==> run_1/wires.png <==
Bar = 20 µm. Only two layers are drawn.
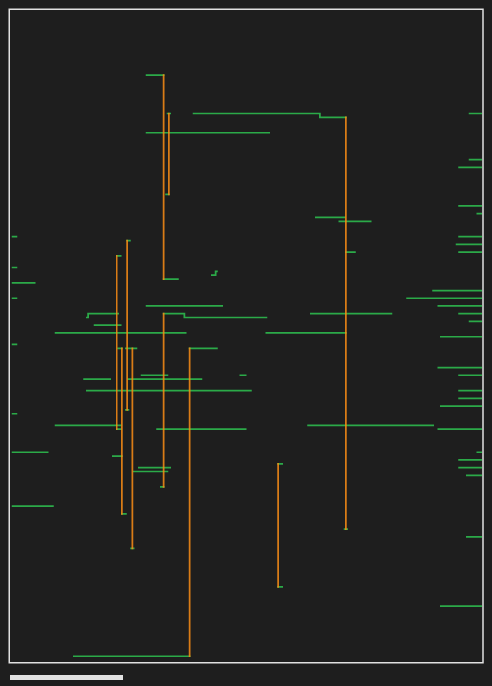
==> run_1/layer_met1.png <==
Bar = 20 µm.
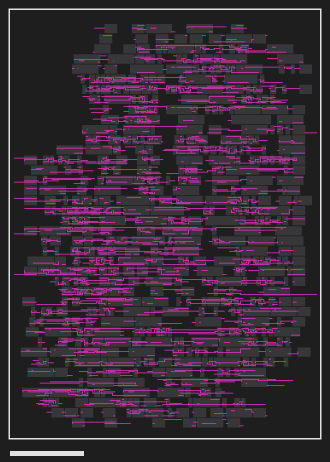
==> run_1/congestion.png <==
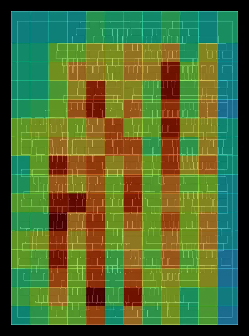
`config.mk`:
```
export PLATFORM = sky130hd
export DESIGN_NAME = imem_loader
export DESIGN_NICKNAME = d
export VERILOG_FILES = /design/src/rtl/imem_loader.sv
export SDC_FILE = /design/constraint.sdc
export NUM_CORES = 1
export LEC_CHECK = 0
export CAP_MARGIN = 20
export CORE_ASPECT_RATIO = 1.4
export CORE_MARGIN = 2
export CORE_UTILIZATION = 48
export DETAILED_ROUTE_END_ITERATION = 10
export GPL_ROUTABILITY_DRIVEN = 0
export HOLD_SLACK_MARGIN = 0.05
export PLACE_DENSITY = 0.73
export REMOVE_ABC_BUFFERS = 1
export SETUP_SLACK_MARGIN = 0.02
export SLEW_MARGIN = 25
export SYNTH_ARGS = -nofsm -noshare
export SYNTH_HDL_FRONTEND = slang
export SYNTH_SLANG_ARGS = --single-unit
```
`constraint.sdc`:
```
create_clock -name clk -period 4.8 [get_ports clk]
set_clock_uncertainty 0.05 [all_clocks]
set_input_delay 0.96 -clock clk [delete_from_list [all_inputs] [get_ports clk]]
set_output_delay 0.96 -clock clk [all_outputs]
set_load 0.01 [all_outputs]
```
`src/rtl/imem_loader.sv`:
```
// Boot-time loader: takes a length-prefixed byte stream, packs little-endian 32-bit words
// into instruction memory, and holds the CPU in reset until the image is fully written.
module imem_loader #(
   parameter int unsigned ADDR_W = 10
) (
   input  logic              clk,
   input  logic              rst,
   input  logic              start,
   input  logic              s_valid,
   input  logic [7:0]        s_data,
   output logic              s_ready,
   output logic              mem_we,
   output logic [ADDR_W-1:0] mem_addr,
   output logic [31:0]       mem_wdata,
   output logic              cpu_rst,
   output logic              busy,
   output logic              done,
   output logic              err,
   output logic [ADDR_W:0]   words_loaded
);

   // One bit wider than the 16-bit length so a full-depth image compares exactly
   localparam int unsigned      LEN_W   = 17;
   localparam logic [LEN_W-1:0] MAX_LEN = LEN_W'(1) << ADDR_W;

   typedef enum logic [2:0] {
      S_IDLE,
      S_LEN_LO,
      S_LEN_HI,
      S_DATA,
      S_FLUSH,
      S_DONE,
      S_ERR
   } state_t;

   state_t            state;
   state_t            state_nxt;
   logic              arm_c;
   logic              accept_c;
   logic              last_word_c;
   logic [15:0]       len_q;
   logic [15:0]       len_full_c;
   logic [1:0]        byte_idx;
   logic [23:0]       word_buf;
   logic [ADDR_W:0]   word_idx;

   assign accept_c     = s_valid && s_ready;
   assign len_full_c   = {s_data, len_q[7:0]};
   assign last_word_c  = (LEN_W'(word_idx) + LEN_W'(1)) == LEN_W'(len_q);
   assign words_loaded = word_idx;

   // State register
   always_ff @(posedge clk) begin
      if (rst) begin
         state <= S_IDLE;
      end else begin
         state <= state_nxt;
      end
   end

   // Next-state logic
   always_comb begin
      state_nxt = state;
      arm_c     = 1'b0;
      case (state)
         S_IDLE, S_DONE, S_ERR: begin
            if (start) begin
               state_nxt = S_LEN_LO;
               arm_c     = 1'b1;
            end
         end
         S_LEN_LO: begin
            if (accept_c) begin
               state_nxt = S_LEN_HI;
            end
         end
         S_LEN_HI: begin
            if (accept_c) begin
               if (len_full_c == 16'd0) begin
                  state_nxt = S_DONE;
               end else if (LEN_W'(len_full_c) > MAX_LEN) begin
                  state_nxt = S_ERR;
               end else begin
                  state_nxt = S_DATA;
               end
            end
         end
         S_DATA: begin
            if (accept_c && (byte_idx == 2'd3) && last_word_c) begin
               state_nxt = S_FLUSH;
            end
         end
         S_FLUSH: begin
            state_nxt = S_DONE;
         end
         default: begin
            state_nxt = S_IDLE;
         end
      endcase
   end

   // Status outputs registered from the next state so they line up with the state register
   always_ff @(posedge clk) begin
      if (rst) begin
         s_ready <= 1'b0;
         busy    <= 1'b0;
         done    <= 1'b0;
         err     <= 1'b0;
         cpu_rst <= 1'b1;
      end else begin
         s_ready <= state_nxt inside {S_LEN_LO, S_LEN_HI, S_DATA};
         busy    <= state_nxt inside {S_LEN_LO, S_LEN_HI, S_DATA, S_FLUSH};
         done    <= (state_nxt == S_DONE);
         err     <= (state_nxt == S_ERR);
         cpu_rst <= (state_nxt != S_DONE);
      end
   end

   // Length capture, byte packing and memory write port
   always_ff @(posedge clk) begin
      if (rst) begin
         len_q     <= '0;
         byte_idx  <= '0;
         word_buf  <= '0;
         word_idx  <= '0;
         mem_we    <= 1'b0;
         mem_addr  <= '0;
         mem_wdata <= '0;
      end else begin
         mem_we <= 1'b0;
         if (arm_c) begin
            byte_idx <= '0;
            word_idx <= '0;
         end
         if (accept_c) begin
            case (state)
               S_LEN_LO: len_q[7:0]  <= s_data;
               S_LEN_HI: len_q[15:8] <= s_data;
               S_DATA: begin
                  if (byte_idx == 2'd3) begin
                     mem_we    <= 1'b1;
                     mem_wdata <= {s_data, word_buf};
                     mem_addr  <= word_idx[ADDR_W-1:0];
                     word_idx  <= word_idx + (ADDR_W+1)'(1);
                     byte_idx  <= 2'd0;
                  end else begin
                     // Shift in from the top so the first byte ends up in bits [7:0]
                     word_buf <= {s_data, word_buf[23:8]};
                     byte_idx <= byte_idx + 2'd1;
                  end
               end
               default: ;
            endcase
         end
      end
   end

endmodule
```
==> design notes, run 1 <==
The core region is 8610 µm². The run gives 5 for the largest fanout on the critical path. The start point of the critical path is s_data[0]. Per the TritonCTS log, the buffer count is 9.

The highest-delay cell along the critical path is sky130_fd_sc_hd__o32ai_1. The flow ran to the end, and the final reports show no timing, DRC or antenna violations. The number of placed I/O pins is 71, and the sequential cell fraction of total power is 51.3%. The script logs the ratio of routed vias to standard cells as 5.44. The clock network power is 761 µW.

No sink is reached through more buffers than the 2 on the longest clock path. Summing the areas of all fa, ha and maj instances in the mapped netlist gives 0.590% of the synthesized area. With the net load switching power at 373 µW, the wire length of the first global-routing pass is 16.7 mm. With the detailed-routing wirelength on met1 at 4.21 mm, the final hold slack is 0.400 ns. The run gives 0 as the final tally of hold violations.

Per the GRT congestion report, total overflow comes to 0. Compared with the post-synthesis result, the final layout area differs by 24.6%. The destination of the critical timing path was cpu_rst. Main flop type: sky130_fd_sc_hd__dfxtp_1. The first detailed-routing pass ran for 4 iterations. For the multi-input gate area in the final layout, the log shows 2010 µm².

Biggest combinational cell group after synthesis: simple AND/OR/NAND/NOR gates. After routing, the total negative slack on setup checks comes to 0 ns. The total instance count after detailed placement is 670.

For reference, the top cells by area after synthesis are sky130_fd_sc_hd__dfxtp_1 49%, sky130_fd_sc_hd__nand2_1 13%, sky130_fd_sc_hd__a21oi_1 8.7%, sky130_fd_sc_hd__mux2i_1 3.8%, sky130_fd_sc_hd__nor2_1 3.3%. According to the floorplan report, the die height is 115 µm. At the pin with the least slew margin, the transition time is 1.04 ns. The post-route cell area is 5280 µm², and the number of max-cap violations is 0.

The number of design-rule violations left by the first detailed-router iteration is 221. The buffer-and-inverter tally for the worst setup path came out at 1. The final critical-path required period was 2.89 ns; the simple logic cell fraction of the synthesized area was 23.8%.

Per STA, the worst path is made up of clkdlybuf4s50_1 -> nor4_1 -> nand3_1 -> o32ai_1 -> nand2b_4 -> or3_1. The critical path in the final layout is reported with a setup slack of 1.91 ns. The tools report the amount of wire on met3 after detailed routing as 452 µm. Yosys instantiated no cell more often than sky130_fd_sc_hd__nand2_1. Net switching is 21.8% of the power. The tools report the root buffer cell as sky130_fd_sc_hd__clkbuf_16. Summing every instance area after synthesis gives 4240 µm². Yosys reports that the most numerous cell types are 149 x sky130_fd_sc_hd__nand2_1, 104 x sky130_fd_sc_hd__dfxtp_1, 74 x sky130_fd_sc_hd__a21oi_1, 37 x sky130_fd_sc_hd__nor2_1, 29 x sky130_fd_sc_hd__clkbuf_1.

Counting flops and latches in the post-synthesis netlist gives 104. Per the skew report, the later register of the worst-skew pair sees a clock latency of 0.34 ns. Data on the critical path arrives at its endpoint at 3.07 ns. The number of non-clock inverters is 6.

Counting only logic cells after layout, the most numerous master is sky130_fd_sc_hd__nand2_1. Per the timing report, the most critical flop-to-flop path finishes at s_ready. The startpoint identified for the worst hold timing path is word_buf[4].

The run gives 8.06 µm² for the synthesized area divided by synthesized cell count. Once layout is complete, the cells apart from fillers number 687. Critical path start-end classification: in2reg. The timing report gives the worst reg2reg path a setup slack of 2.01 ns. The DRC violation count after routing was 0. The post-cts sizing count was 0; the Yosys chip area was 4240 µm².

Per report_power, the Sequential row totals 876 µW. Clock tree synthesis found a total of 104 sinks. The layout buffer count excluding clock buffers is 74, and the instance count along the most critical hold path is 2.

For this run, the register share of the synthesized area comes to 49.1%. The synthesized instance count is 526. For the count of inserted antenna diode cells, the log shows 1. Looking at the VDD voltage map, the peak drop is 0.228 mV. mem_wdata holds more flip-flops than any other register. The cell class contributing the biggest share of worst-path delay is simple AND/OR/NAND/NOR gates.

The clock network fraction of total power is 44.5%. Leakage dissipation: 0.00181 µW. The max-slew check reports its worst relative slack as 30.3%. The number of nets in the finished design was 590; the area fraction in compound gates after synthesis was 15.4%. Measured on the final layout, buffering overhead outside the clock network stands at 13.7%. The worst reg-to-reg path cell count is 7. Looking at the group totals, the largest power group turns out to be sequential cells. The synthesized-area fraction occupied by xor and xnor cells was 3.31%.

The number of cells on the critical path is 6, and the final antenna-violating net count is 0. The fraction of power consumed by combinational cells is 4.2%. The total number of yosys warnings came out at 0. The uppermost layer routed was met4.
Back to the opening pictures, wires.png:
colour	layer	wire length
green	metal 3	453 µm
orange	metal 4	355 µm
via count: 3738
Tot GR Track Use: 21.3%
Routed WL per cell: 14.5 µm

Back to the opening pictures, layer_met1.png:
share of all routed wire	42%
wire length on this layer	4210 µm
Routed WL: 9.95 mm
GRT met1 Usage: 26.0%

Back to the opening pictures, congestion.png:
fraction of met3 tracks used by global routing: 3.52%
met2 layer usage reported by global route: 35.4%
GRT busiest layer: met2
final core area utilization: 61.4%

==> run_1/detail.png <==
Bar = 5 µm. Region (53, 76) to (73, 96) µm. Cells in grey, sequential cells in the stronger grey; small squares are vias.
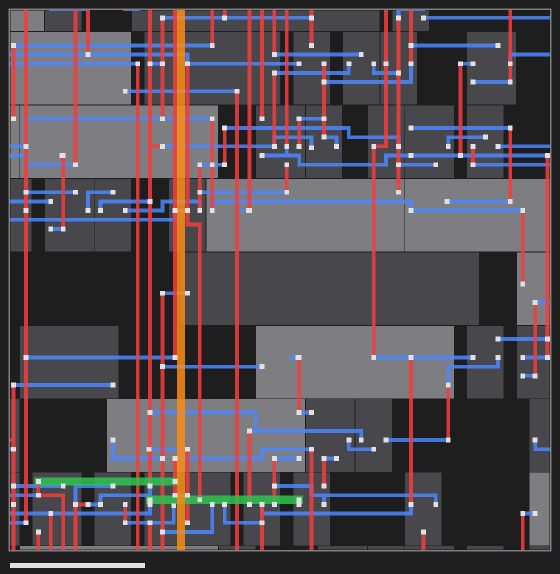

==> run 2: changes to the inputs <==
- clock period: 4.8 -> 2.9 ns (I/O delays scaled with it)
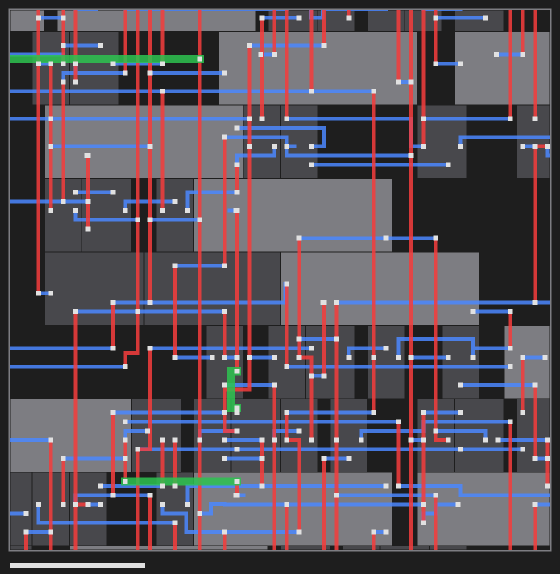
(run_2/detail.png)
Bar = 5 µm. Region (53, 76) to (73, 96) µm. Cells in grey, sequential cells in the stronger grey; small squares are vias.
colour	layer
blue	metal 1
red	metal 2
green	metal 3
netlist names of flops here include	word_buf (5), mem_wdata (2)
most frequent	nand2_1 (17), a21oi_1 (8), dfxtp_1 (7)
cells with their middle in the window	34
sequential cells in the window	7

==> run 2 against run 1 <==
  * Combinational power increased by about 80%
  * Critical path depth up 3
  * Hold slack gained 0.0025 ns
  * Design area rose by 1.3%
  * Register-to-register slack lost 1.7 ns
  * Via count rose by 1.8%
  * Total power up 64%
  * Critical path type is now reg2reg
  * Highest routed layer unchanged
==> design notes, run 2 <==
The tools report the leakage dissipation as 0.00185 µW (+2.2%). With the power dissipated in sequential cells at 1450 µW (+66%), the share of final layout cell area taken by clock buffers and inverters is 5.70%. The startpoint identified for the worst hold timing path is mem_wdata[4]. The most flop-heavy register is mem_wdata. The ratio of cells with drive above 1 in the final layout is 7.11%, and the multi-input gate area in the final layout is 2010 µm² (+0.25%). The total number of yosys warnings is 0 (unchanged).

The uppermost layer routed was met4. The run gives 21.8% (+0.43 points) as the total track usage. Prior to clock tree synthesis, the placed netlist has a worst setup slack of 0.180 ns. The run gives 115 µm (unchanged) for the overall die height. Looking at the cell usage after synthesis, the top flip-flop cell is sky130_fd_sc_hd__dfxtp_1.

Between the synthesized netlist and the finished layout, the area growth was recorded as 26.3%. The kind of path behind the tightest hold check is reg2reg. The tools report the start point of the critical path as words_loaded[0]. For the worst-case setup margin in the final layout, the log shows 0.294 ns (-1.61 ns). Global routing put the most usage on met2. The run gives 0 (unchanged) for the final antenna-violating net count.

The run gives 3.31% (unchanged) for the synthesized-area fraction occupied by xor and xnor cells. The final tally of hold violations came out at 0 (unchanged). The floorplan core area is 8610 µm² (unchanged), and the cell-internal power is 2200 µW.

The post-cts sizing count was 0 (unchanged). The met2 layer wire length in the routed design is 5.25 mm. The tools report the total power draw as 2810 µW. Arithmetic-cell share of the synthesized area counting full adders, half adders and majority gates: 0.590% (unchanged). For reference, the most critical setup path is categorized as reg2reg.

DRC violation count after routing: 0 (unchanged). The report lists the power per cell area as 525 nW/µm². After clock tree synthesis, the setup repair step added 0 buffers.

For the number of placed I/O pins, the log shows 71 (unchanged). The capture point of the worst reg-to-reg path was s_ready. According to the dpl log, the detail-placed design has an HPWL of 6.92 mm. The commonest cells after synthesis are 149 x sky130_fd_sc_hd__nand2_1, 104 x sky130_fd_sc_hd__dfxtp_1, 74 x sky130_fd_sc_hd__a21oi_1, 37 x sky130_fd_sc_hd__nor2_1, 29 x sky130_fd_sc_hd__clkbuf_1. The clock H-tree reported by CTS has 3 levels.

The mux contribution to synthesized area was 3.78%. On the critical path the largest part of the delay comes from AND-OR/OR-AND gates. After synthesis, the cell types taking the most area are sky130_fd_sc_hd__dfxtp_1 49%, sky130_fd_sc_hd__nand2_1 13%, sky130_fd_sc_hd__a21oi_1 8.7%, sky130_fd_sc_hd__mux2i_1 3.8%, sky130_fd_sc_hd__nor2_1 3.3%. Derived from the worst setup path, the maximum achievable clock frequency is 0.384 GHz. Portion of synthesized cell area occupied by the leading cell type: 49.1%.

The number of design-rule violations left by the first detailed-router iteration was 226 (+2.3%); the number of enable-type register cells in the synthesized netlist was 0. TritonCTS built the clock tree. The tools report the tightest slew margin relative to the limit as 47.8% (+17 points).

The maximum resistive drop on vdd is 0.425 mV (+87%). Looking at the reg2reg group, the worst path starts from words_loaded[0]. The cell area after synthesis came out at 4240 µm² (unchanged). The post-route cell area was 5350 µm² (+1.3%); the chip width was 83.4 µm. The run gives 5.47 (+0.48%) for the via-per-instance ratio. By instance count, the leading cell after synthesis is sky130_fd_sc_hd__nand2_1. The layout buffer count excluding clock buffers was 84 (+14%); the area fraction in compound gates after synthesis was 15.4% (unchanged). Pin count of the biggest net entering global routing: 79. Once the floorplan was initialized, standard cells occupied 49.2% of the core. The net load switching power is 614 µW (+65%).

The run gives 2.79 ns (-0.28 ns) as the data arrival time of the critical path. Listed in order, past its start point the critical path passes ha_1 -> buf_4 -> xor2_1 -> xnor2_1 -> o311ai_0 -> a2111oi_0 -> buf_4 -> nand3_1 -> o211a_1. With the clock network power at 1230 µW (+62%), the proportion of total power due to net switching is 21.9% (about the same).

Per the CTS log, the root buffer master is sky130_fd_sc_hd__clkbuf_16. For the final sequential cell count, the log shows 104. The non-clock buffer area fraction after layout was 15.0% (+1.2 points). The highest-delay cell along the critical path is sky130_fd_sc_hd__a2111oi_0. Pins over their slew limit in the final report were tallied at 0. The run gives 0 (unchanged) for the number of max-cap violations.

The run gives 89.9% for the portion of the clock cycle consumed by the worst path in the final layout. The run gives 23.8% (unchanged) for the simple logic cell fraction of the synthesized area. Per the cell usage report, the commonest logic cell in the layout is sky130_fd_sc_hd__nand2_1.

For the required arrival time at the worst endpoint, the log shows 3.09 ns. The synthesized area divided by synthesized cell count is 8.06 µm² (unchanged). OpenROAD emitted warnings numbering 25. The number of buffers inserted by hold repair at cts came out at 0. The run gives 11 as the total of clock buffers placed in the layout. The register with the most flip-flops in the layout has 32 of them.

The final report lists the setup-violating endpoint count as 0. With the fraction of met3 tracks used by global routing at 4.02% (+0.50 points), the sequential cell fraction of total power is 51.6% (+0.3 points). The wire length of the first global-routing pass is 16.8 mm (+0.45%).

With the CTS sink count at 104 (unchanged), the actual transition at the worst max-transition pin is 0.784 ns (-0.254 ns). The run gives 600 (+1.7%) for the number of nets in the finished design. Critical path's most frequent cell: sky130_fd_sc_hd__buf_4. For reference, the critical path is captured by s_ready. According to the floorplan log, the row count is 40. With the fraction of power consumed by combinational cells at 4.7% (+0.5 points), the worst stage delay on the critical path is 0.54 ns. The number of non-clock inverters was 6 (unchanged); the buffer-and-inverter tally for the worst setup path was 2 (+1). The largest fanout on the critical path was 10 (+5); the power in combinational cells was 131 µW.

With the final sum of negative setup slack at 0 ns (unchanged), the count of placed standard cells in the final layout, fillers left out is 696 (+1.3%). The tapcell count was 105. The final core utilization was 62.2% (+0.80 points); the worst reg-to-reg path cell count was 9 (+2).

The smallest clock period supported by the final layout is computed as 2.61 ns. Detailed-routing wirelength on met1: 4.30 mm (+2.0%). The instance count along the most critical hold path is 2 (unchanged).

The run gives 0.29 ns (-1.72 ns) for the minimum setup slack among reg-to-reg paths. In the layout the commonest cells are 149 x sky130_fd_sc_hd__nand2_1, 104 x sky130_fd_sc_hd__dfxtp_1, 74 x sky130_fd_sc_hd__a21oi_1, 69 x sky130_fd_sc_hd__clkdlybuf4s50_1, 35 x sky130_fd_sc_hd__nor2_1. The synthesized instance count came out at 526 (unchanged).

The detail-routed net length per standard cell works out to 14.7 µm (+1.2%). The biggest combinational cell group after synthesis is simple AND/OR/NAND/NOR gates. The tools report the number of buffers inserted during clock tree synthesis as 9 (unchanged). The biggest area contributor in the post-synthesis netlist is sky130_fd_sc_hd__dfxtp_1. The final hold slack is 0.403 ns (+0.00254 ns). The flow ran to the end, and the final reports show no timing, DRC or antenna violations. The number of synthesized register bits is 104 (unchanged). In this run the full chip footprint comes out at 9610 µm². Summing all flip-flop and latch instances after layout gives 2080 µm². The post-synthesis async set-or-reset flop share was 0%. The leading power group is sequential cells. Met2 track demand over resource in global routing: 38.4% (+3.0 points).

Clock-pin slew of the registers on the worst-case setup and hold paths: 0.07 ns. The number of different library cells used by synthesis comes to 51. The logs give 4240 µm² (unchanged) for the Yosys chip area and 49.1% (unchanged) for the post-synthesis sequential area ratio.

Setup repair after global routing left no endpoint under its margin. The count of inserted antenna diode cells is 0 (-1). The run gives 43.7% (-0.8 points) for the clock network fraction of total power. The tools report the sum of overflow across all layers after global routing as 0 (unchanged). The run gives 407 µm (-10%) as the amount of wire on met3 after detailed routing.

The run gives 381 for the multi-input logic cell count. The run gives 4 (unchanged) for the first-pass iteration count of the detailed router. The maximum buffer depth of the clock tree was 2 (unchanged); the number of cells on the critical path was 9 (+3).

As logged by OpenROAD, the buffers inserted on ports number 70. The clock latency at the later pin of the worst-skew pair came out at 0.34 ns (about the same). Total instance count after detailed placement: 680 (+1.5%). For hold timing, the worst endpoint is mem_wdata[4].
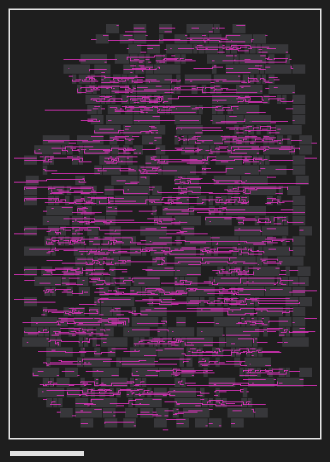
(run_2/layer_met1.png)
Bar = 20 µm.
longest straight run	31.7 µm
main direction	horizontal
wire length on this layer	4300 µm
nets with wire on the layer	550
share of all routed wire	42%
via count: 3805
Routed WL: 10.2 mm
GRT met1 Usage: 25.9%

==> run_2/metal_density.png <==
17 x 23 tiles, from white (low) to dark blue (high), scaled to the fullest tile. Values are wire area over tile area, all layers added.
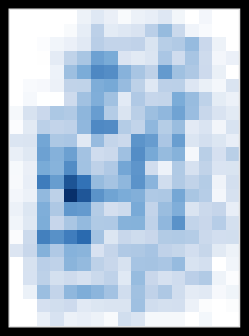

==> run 3: changes to the inputs <==
- SLEW_MARGIN: 25 -> 10
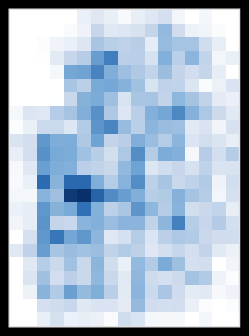
(run_3/metal_density.png)
17 x 23 tiles, from white (low) to dark blue (high), scaled to the fullest tile. Values are wire area over tile area, all layers added.
tiles over half the peak	9.7%
nearly empty tiles	12%
emptiest ninth of the die	north-west
fullest tile	0.65
densest ninth of the die	centre
Tot GR Track Use: 21.8%
Routed WL per cell: 14.6 µm

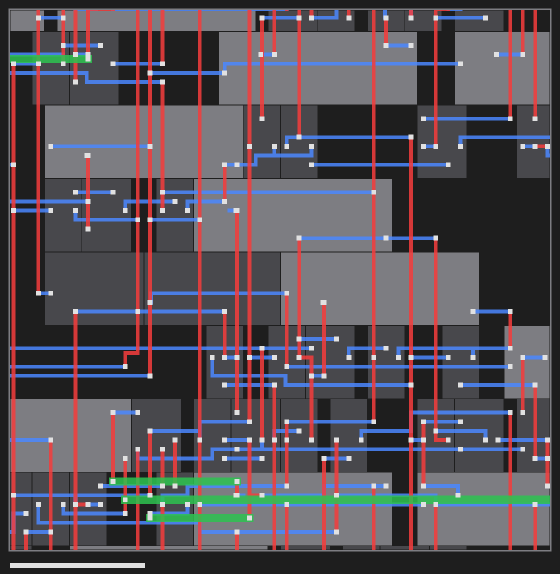
(run_3/detail.png)
Bar = 5 µm. Region (53, 76) to (73, 96) µm. Cells in grey, sequential cells in the stronger grey; small squares are vias.
colour	layer
green	metal 3
blue	metal 1
red	metal 2
most frequent	nand2_1 (17), a21oi_1 (8), dfxtp_1 (7)
sequential cells in the window	7
cells with their middle in the window	34
netlist names of flops here include	word_buf (5), mem_wdata (2)

==> run 3 against run 2 <==
  * Synthesized cell count stayed put
  * Design area unchanged
  * Final cell count is 0.14% higher
  * Sequential cell count unchanged
  * Maximum frequency down 0.64%
  * Register-to-register slack got worse by 0.02 ns
  * Global-route usage stayed put
  * Total power up 0.15%
  * Hold slack about the same
  * Sequential share of layout area unchanged
  * Critical endpoint unchanged
==> design notes, run 3 <==
The run finished with clean final reports. Per the timing report, the most critical flop-to-flop path originates at words_loaded[0]. The post-synthesis async set-or-reset flop share was 0% (unchanged); the tally of OpenROAD warnings was 25 (unchanged). The run gives 457 µm (+12%) as the amount of wire on met3 after detailed routing. For reference, the top cells by count after synthesis are 149 x sky130_fd_sc_hd__nand2_1, 104 x sky130_fd_sc_hd__dfxtp_1, 74 x sky130_fd_sc_hd__a21oi_1, 37 x sky130_fd_sc_hd__nor2_1, 29 x sky130_fd_sc_hd__clkbuf_1.

The run gives 0.277 ns (-0.0168 ns) as the worst-case setup margin in the final layout. The post-synthesis to final-layout area growth is 26.3% (unchanged). With the sequential cell fraction of total power at 51.5% (about the same), the cell area after synthesis is 4240 µm² (unchanged). The total power draw was 2810 µW (+0.15%); the worst reg-to-reg path cell count was 8 (-1).

The run gives 2.62 ns (+0.0168 ns) for the final critical-path required period. The clock-pin slew of the registers on the worst-case setup and hold paths came out at 0.07 ns (about the same). Walking the worst path, the cells encountered are ha_1 -> and3_1 -> nand3_1 -> xnor2_1 -> a2111oi_0 -> buf_4 -> nand3_1 -> o211a_1. The logs give 0.28 ns (-0.02 ns) for the minimum setup slack among reg-to-reg paths and 3 (unchanged) for the maximum level of the CTS H-tree. The biggest combinational cell group after synthesis was simple AND/OR/NAND/NOR gates.

The total of clock buffers placed in the layout came out at 11 (unchanged). The run gives 0 (unchanged) for the total number of yosys warnings. The sum of overflow across all layers after global routing was 0 (unchanged). The maximum resistive drop on vdd came out at 0.424 mV (-0.33%). Number of non-clock inverters: 6 (unchanged).

The post-route cell area is 5350 µm² (unchanged), and the final number of max-transition violations is 0 (unchanged). With the fraction of met1 tracks used by global routing at 25.9% (unchanged), the number of buffers inserted by hold repair at cts is 0 (unchanged). The run gives 38.4% (unchanged) for the met2 track demand over resource in global routing.

The logs give 0 (unchanged) for the final tally of hold violations and 526 (unchanged) for the synthesized instance count. Detailed-routing wirelength on met1: 4.30 mm (about the same). The mux contribution to synthesized area came out at 3.78% (unchanged). For the fmax, the log shows 0.381 GHz (-0.64%). The uppermost layer routed is met4.

Count of placed standard cells in the final layout, fillers left out: 697 (+0.14%). The net load switching power is 618 µW (+0.59%), and the portion of the clock cycle consumed by the worst path in the final layout is 90.5% (+0.58 points). For the overall via count from detail_route, the log shows 3818 (+0.34%). The number of max-cap violations is 0 (unchanged). The kind of path behind the tightest hold check was reg2reg.

Tightest slew margin relative to the limit: 48.6% (+0.87 points). The run gives 104 (unchanged) as the final sequential cell count. Power in combinational cells: 131 µW (about the same).

The tools report the overall routed net length as 10.2 mm (-0.30%). The synthesized-area fraction occupied by xor and xnor cells is 3.31% (unchanged). The run gives 3.09 ns (about the same) for the required arrival time at the worst endpoint. For this design, the slowest cell found on the critical path is sky130_fd_sc_hd__dfxtp_1. Final antenna-violating net count: 0 (unchanged). Final sum of negative setup slack: 0 ns (unchanged). The pin count of the biggest net entering global routing is 79 (unchanged), and the actual transition at the worst max-transition pin is 0.771 ns (-0.0131 ns).

The count of standard-cell rows was 40 (unchanged); the clock latency at the later pin of the worst-skew pair was 0.34 ns (about the same). For the final hold slack, the log shows 0.403 ns (+0.000132 ns). The run gives 9 (unchanged) as the number of buffers inserted during clock tree synthesis. The critical path is of the reg2reg type.

The run gives 680 (unchanged) for the total instance count after detailed placement. Looking at hold timing, the worst path starts from mem_addr[4]. sky130_fd_sc_hd__nand2_1 is the most common cell in the netlist. The synthesized area divided by synthesized cell count is 8.06 µm² (unchanged).

The start point of the critical path is words_loaded[0]. The number of synthesized register bits works out to 104 (unchanged). The worst stage delay on the critical path works out to 0.52 ns (-0.02 ns). The most common cell after layout, fill and taps aside was sky130_fd_sc_hd__nand2_1. The ratio of cells with drive above 1 in the final layout came out at 7.09% (-0.012 points). The tools report the root buffer cell as sky130_fd_sc_hd__clkbuf_16. The largest fanout on the critical path works out to 10 (unchanged). Setup repair after global routing left no endpoint under its margin. With the count of buffers from port buffering at 70 (unchanged), the buffer-and-inverter tally for the worst setup path is 1 (-1). Floorplan core area: 8610 µm² (unchanged). The critical path's most frequent cell was sky130_fd_sc_hd__nand3_1. The first-pass iteration count of the detailed router came out at 5 (+1).

The run gives 0 (unchanged) for the DRC violation count after routing. The run gives 49.1% (unchanged) for the portion of synthesized cell area occupied by the leading cell type. The share of final layout cell area taken by clock buffers and inverters is 5.70% (unchanged), and the multi-input gate area in the final layout is 2010 µm² (-0.25%). The run gives 0 (unchanged) for the post-CTS setup buffer count. The busiest metal layer after global routing was met2.

In the layout the commonest cells are 149 x sky130_fd_sc_hd__nand2_1, 104 x sky130_fd_sc_hd__dfxtp_1, 74 x sky130_fd_sc_hd__a21oi_1, 69 x sky130_fd_sc_hd__clkdlybuf4s50_1, 35 x sky130_fd_sc_hd__nor2_1. The proportion of total power due to net switching is 22.0% (+0.096 points), and the simple logic cell fraction of the synthesized area is 23.8% (unchanged). The tools report the HPWL after detailed placement as 6.92 mm (unchanged). The run gives 8 (-1) for the number of cells on the critical path. For the post-cts sizing count, the log shows 0 (unchanged).

The run gives 62.2% (unchanged) as the final core utilization. The number of design-rule violations left by the first detailed-router iteration came out at 270 (+19%). The logs give 601 (+0.17%) for the number of nets in the finished design and 1230 µW (about the same) for the clock network power. For the tapcell count, the log shows 105 (unchanged).

The number of placed I/O pins came out at 71 (unchanged). The chip width is 83.4 µm (unchanged), and the count of inserted antenna diode cells is 0 (unchanged). The arithmetic-cell share of the synthesized area counting full adders, half adders and majority gates was 0.590% (unchanged); the power dissipated in sequential cells was 1450 µW (about the same).

Of all power groups, the one with the highest power is sequential cells. The cell-internal power is 2200 µW (about the same). The capture point of the worst reg-to-reg path was s_ready. The run gives 4.7% (about the same) as the fraction of power consumed by combinational cells. The area of the die is 9610 µm² (unchanged), and the area fraction in compound gates after synthesis is 15.4% (unchanged). The register cell area after layout came out at 2080 µm² (unchanged). The power per cell area is 526 nW/µm² (+0.15%). TritonCTS built the clock tree. The most flop-heavy register was mem_wdata.

The tools report the Yosys chip area as 4240 µm² (unchanged). The run gives 2.81 ns (+0.02 ns) as the data arrival time of the critical path.
Power is estimated from default activity; no workload was simulated.
